===== config.mk =====
export PLATFORM = sky130hd
export DESIGN_NAME = bus_arbiter
export DESIGN_NICKNAME = d
export VERILOG_FILES = /design/src/rtl/bus_arbiter.sv
export SDC_FILE = /design/constraint.sdc
export NUM_CORES = 1
export LEC_CHECK = 0
export ABC_AREA = 0
export CORE_MARGIN = 1
export CORE_UTILIZATION = 43
export CTS_CLUSTER_SIZE = 40
export DETAILED_ROUTE_END_ITERATION = 7
export PLACE_DENSITY = 0.73
export SLEW_MARGIN = 20
export SYNTH_ARGS = -nofsm -noshare
export SYNTH_HDL_FRONTEND = slang
export SYNTH_SLANG_ARGS = --single-unit

===== constraint.sdc =====
create_clock -name clk -period 1.7 [get_ports clk]
set_input_delay 0.17 -clock clk [delete_from_list [all_inputs] [get_ports clk]]
set_output_delay 0.17 -clock clk [all_outputs]
set_load 0.01 [all_outputs]

===== src/rtl/bus_arbiter.sv =====
// Round-robin arbiter for the shared internal data bus: one-hot registered grants,
// release on done / request withdrawal / hold-timer expiry, one turnaround cycle between owners.
//
// state | meaning
// IDLE  | no owner, arbitrating every cycle
// GRANT | grant[grant_id] drives the bus
// TURN  | one-cycle bus turnaround after a release, arbitrating for the next owner
module bus_arbiter #(
  parameter int NUM_REQ  = 4,
  parameter int MAX_HOLD = 8,
  parameter int ID_W     = 2
) (
  input  logic               clk,
  input  logic               reset,
  input  logic [NUM_REQ-1:0] req,
  input  logic [NUM_REQ-1:0] done,
  output logic [NUM_REQ-1:0] grant,
  output logic [ID_W-1:0]    grant_id,
  output logic               bus_busy,
  output logic               timeout
);

  localparam int CNT_W     = (MAX_HOLD < 2) ? 1 : $clog2(MAX_HOLD + 1);
  localparam int HOLD_LOAD = (MAX_HOLD == 0) ? 0 : MAX_HOLD - 1;

  typedef enum logic [1:0] {IDLE, GRANT, TURN} state_t;

  state_t             state, state_nxt;
  logic [ID_W-1:0]    last_owner, last_owner_nxt;
  logic [ID_W-1:0]    grant_id_nxt;
  logic [NUM_REQ-1:0] grant_nxt;
  logic [CNT_W-1:0]   hold_left, hold_left_nxt;
  logic               timeout_nxt;
  logic               win_found;
  logic [ID_W-1:0]    win_idx;
  logic               rel_done, rel_drop, rel_timer;

  // Search starts just past the previous owner so it gets the lowest priority.
  always_comb begin
    win_found = 1'b0;
    win_idx   = '0;
    for (int i = 1; i <= NUM_REQ; i++) begin
      if (!win_found && req[(int'(last_owner) + i) % NUM_REQ]) begin
        win_found = 1'b1;
        win_idx   = ID_W'((int'(last_owner) + i) % NUM_REQ);
      end
    end
  end

  always_comb begin
    state_nxt      = state;
    grant_nxt      = grant;
    grant_id_nxt   = grant_id;
    last_owner_nxt = last_owner;
    hold_left_nxt  = hold_left;
    timeout_nxt    = 1'b0;
    rel_done       = done[grant_id];
    rel_drop       = !req[grant_id];
    rel_timer      = (MAX_HOLD != 0) && (hold_left == '0);
    case (state)
      IDLE, TURN: begin
        if (win_found) begin
          state_nxt      = GRANT;
          grant_nxt      = NUM_REQ'(1) << win_idx;
          grant_id_nxt   = win_idx;
          last_owner_nxt = win_idx;
          hold_left_nxt  = CNT_W'(HOLD_LOAD);
        end else begin
          state_nxt = IDLE;
          grant_nxt = '0;
        end
      end
      GRANT: begin
        if (rel_done || rel_drop || rel_timer) begin
          state_nxt   = TURN;
          grant_nxt   = '0;
          // A concurrent normal release takes precedence over the timer.
          timeout_nxt = rel_timer && !rel_done && !rel_drop;
        end else if (hold_left != '0) begin
          hold_left_nxt = hold_left - 1'b1;
        end
      end
      default: begin
        state_nxt = IDLE;
        grant_nxt = '0;
      end
    endcase
  end

  always_ff @(posedge clk) begin
    if (!reset) begin
      state      <= IDLE;
      grant      <= '0;
      grant_id   <= '0;
      bus_busy   <= 1'b0;
      timeout    <= 1'b0;
      hold_left  <= '0;
      last_owner <= ID_W'(NUM_REQ - 1);
    end else begin
      state      <= state_nxt;
      grant      <= grant_nxt;
      grant_id   <= grant_id_nxt;
      bus_busy   <= |grant_nxt;
      timeout    <= timeout_nxt;
      hold_left  <= hold_left_nxt;
      last_owner <= last_owner_nxt;
    end
  end

endmodule


Fig. 1: where the registers sit
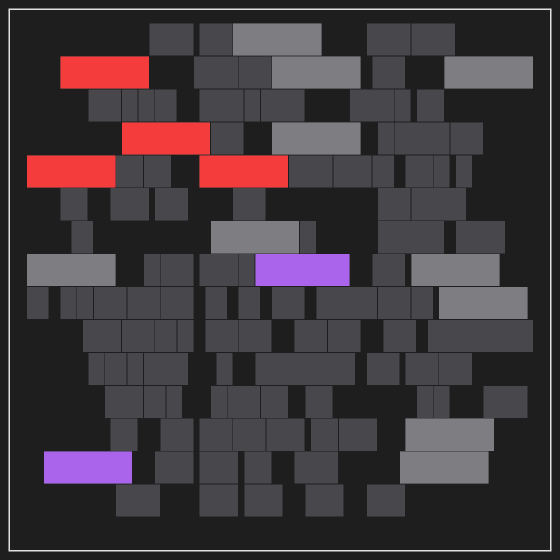
| name in the netlist | colour | sequential cells |
|---|---|---|
| grant_id | purple | 2 |
| grant | red | 4 |

Fig. 2: sizing map
Bar = 10 um.
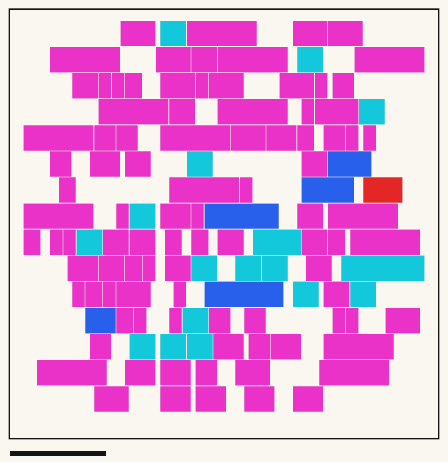
| size | colour | cells |
|---|---|---|
| drive 3 to 4 | cyan | 17 |
| drive 6 and up | red | 1 |
| drive 2 | blue | 5 |
| drive 1 or less | magenta | 94 |

==> metrics.log <==
[flow] final metrics
[metrics] Non-Filler Cell Area, Final: 1100 sq um
[metrics] Tcrit/Tclk final: 105%
[metrics] crit path setup slack, layout: -0.0893 ns
[metrics] CP max-delay cell: sky130_fd_sc_hd__or4b_4
[metrics] Final non-clock buffer share: 23.7%
[metrics] Gate Count Post-Synth: 85
[metrics] post-route met1 wirelength: 798 um
[metrics] Repair and plain buffers: 30
[metrics] number of standard cells reported by yosys: 85
[metrics] port buffer count: 17
[metrics] logic depth of the worst setup path including buffers: 4
[metrics] aggregate global-route resource usage: 20.3%
[metrics] combinational fraction of design power: 27.4%
[metrics] cell type group with the largest total delay on the critical path: simple AND/OR/NAND/NOR gates
[metrics] cell type taking the most area: logic gates
[metrics] LEAKAGE: 0.449 nW
[metrics] fraction of final layout cells with drive strength greater than 1: 19.7%
[metrics] detailed-route DRC error count: 0
[metrics] main logic family after synthesis: simple AND/OR/NAND/NOR gates
[metrics] multi-input combinational cell count: 66
[metrics] switching component of the power: 253 uW
[metrics] synthesized chip area reported by yosys: 781 sq um
[metrics] clock-pin slew reported for the worst setup and hold paths after clock tree synthesis: 0.09 ns
[metrics] Inserted Clock Buffers: 3
[metrics] Pre-Repair DR Iteration Count: 4
[metrics] distinct lib cells: 34
[metrics] Min Hold Slack: 0.484 ns
[metrics] dominant power group: sequential cells
[metrics] combinational-cell power consumption: 241 uW
[metrics] startpoint of the worst register-to-register path: grant_id[1]
[metrics] share of synthesized cell area in and, or, nand and nor gates: 31.6%
[metrics] crit end category: flop
[metrics] max-slew violation count: 0
[metrics] crit-path max cell delay: 0.57 ns
[metrics] area growth from synthesis to layout: 41.3%
[metrics] estimated wirelength of the detail-placed design: 1.38 mm
[metrics] detailed-route wire length per cell: 12.2 um
[metrics] power share of the clock group: 22.5%
[metrics] logic share of the area: 41.6%
[metrics] IO Count: 18
[metrics] routed vias: 736
[metrics] floorplan-stage core utilization: 45.7%
[metrics] Hold Violations, Final: 0
[metrics] Yosys reg bits: 16
[metrics] path type of the worst setup path: reg2reg
[metrics] vias in the first global route: 726
[metrics] cell area after placement: 1080 sq um
[metrics] antenna violation net count after detailed routing: 0
[metrics] worst min-delay path category: reg2reg
[metrics] end of the worst hold path: grant[1]
[metrics] Most Crowded Layer GR: met2
[metrics] most instantiated logic cells after routing: 15 x sky130_fd_sc_hd__dfxtp_1, 12 x sky130_fd_sc_hd__buf_4, 10 x sky130_fd_sc_hd__nand2_1
[metrics] post-CTS setup buffers: 0
[metrics] power per cell area: 798 nW/um^2
[metrics] share of the synthesized area in the top cell type: 41.0%
[metrics] Die Y-Extent: 44.6 um
[metrics] mean number of vias per cell: 5.18
[metrics] AND-OR/OR-AND Cells, Area Fraction: 20.0%
[metrics] unrepaired setup endpoints after global routing: yes
[metrics] initial detailed-routing violation count: 15
[metrics] global-route wire length before repair: 2.92 mm
[metrics] worst-path maximum fanout: 4
[metrics] Max-cap violations: 0
[metrics] synthesized area: 781 sq um
[metrics] Routed Wire Length: 1.73 mm
[metrics] Sequential Area: 322 sq um
[metrics] final weighted congestion in routability-driven placement: 0.772
[metrics] first element of the critical path: grant_id[1]
[metrics] filler-free cell count of the finished design: 142
[metrics] violations in the final reports: negative setup slack
[metrics] Min-Delay Startpoint: grant[1]
[metrics] count of warnings emitted by yosys: 0
[metrics] capturing point of the worst reg2reg path: hold_left[3]
[metrics] largest net degree at the start of global routing: 13
[metrics] Top Registers: grant (4), hold_left (4)
[metrics] Adder-Cell Fraction of Synth Area: 1.60%
[metrics] Horiz. Die Dim: 44.6 um
[metrics] FFs w/ async S/R, synth: 0%
[metrics] leading cell type in the layout, fill and taps excluded: sky130_fd_sc_hd__dfxtp_1
[metrics] minimum period implied by the final worst setup slack: 1.79 ns
[metrics] sequential power share: 50.2%
[metrics] status: finished, violations left
[metrics] number of logged tool warnings: 29
[metrics] Final Net Count: 130
[metrics] Final Total Pwr: 881 uW
[metrics] part of the Yosys area used for sequential elements: 41.0%
[metrics] cell row count: 15
[metrics] Synth area leader: sky130_fd_sc_hd__dfxtp_1
[metrics] number of antenna violations at the first check in global routing: 0
[metrics] count of inverters other than clock inverters in the layout: 2
[metrics] number of flops mapped to enable cells by yosys: 0
[metrics] number of cells on the worst hold path: 2
[metrics] number of filler cells placed in the layout: 140
[metrics] Tapcell Cnt: 25
[metrics] Net Count, Synth: 96
[metrics] number of buffer and inverter stages on the critical path: 0
[metrics] uppermost metal layer occupied by signal nets: met4
[metrics] CTS Hold Bufs: 0
[metrics] top cells by count: 16 x sky130_fd_sc_hd__dfxtp_1, 10 x sky130_fd_sc_hd__nand2_1, 8 x sky130_fd_sc_hd__nor2_1
[metrics] total congestion overflow after global routing: 0
[metrics] XORs/XNORs by Area: 0%
[metrics] sequential cell area share: 29.1%
[metrics] Sw Share: 28.7%
[metrics] met3 GRT Util: 3.67%
[metrics] Synth area leaders: sky130_fd_sc_hd__dfxtp_1 41%, sky130_fd_sc_hd__nand2_1 4.8%, sky130_fd_sc_hd__nand2b_1 4.0%, sky130_fd_sc_hd__a21boi_0 3.8%, sky130_fd_sc_hd__nand3b_1 3.8%
[metrics] internal power: 628 uW
[metrics] maximum level of the CTS H-tree: 1
[metrics] total placed cells including tap cells: 139
[metrics] worst setup slack before clock tree synthesis: -0.440 ns
[metrics] Slew Limit Headroom: 64.8%
[metrics] number of cells on the worst reg-to-reg path: 4
[metrics] placeable core region: 1710 sq um
[metrics] element type at the critical path start: flop
[metrics] Synth Flop Type: sky130_fd_sc_hd__dfxtp_1
[metrics] met1 Track Usage GR: 23.8%
[metrics] last element of the critical path: hold_left[3]
[metrics] final number of setup-violating endpoints: 7
[metrics] power attributed to the clock group: 198 uW
[metrics] CTS resizes: 12
[metrics] worst supply voltage drop on vdd: 0.400 mV
[metrics] post-synthesis cell type with the largest instance count: sky130_fd_sc_hd__dfxtp_1
[metrics] Mux cell area share: 4.17%
[metrics] Detail Route met3 WL: 29 um
[metrics] utilization of the core after routing: 64.6%
[metrics] deepest clock path buffer count: 2
[metrics] flip-flop and latch power: 442 uW
[metrics] slew at the pin closest to its max-slew limit: 0.527 ns
[metrics] TritonCTS Sinks: 16
[metrics] number of antenna diodes: 0
Fig. 3: clock wiring as the flow saved it
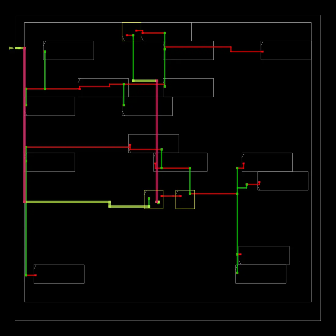
clock tree buffer count of the final layout: 3
Setup Skew: 0.0112 ns
clock insertion delay at the later pin of the skew report: 0.29 ns
layout sequential cell count: 16

Power and IR drop assume default switching activity.
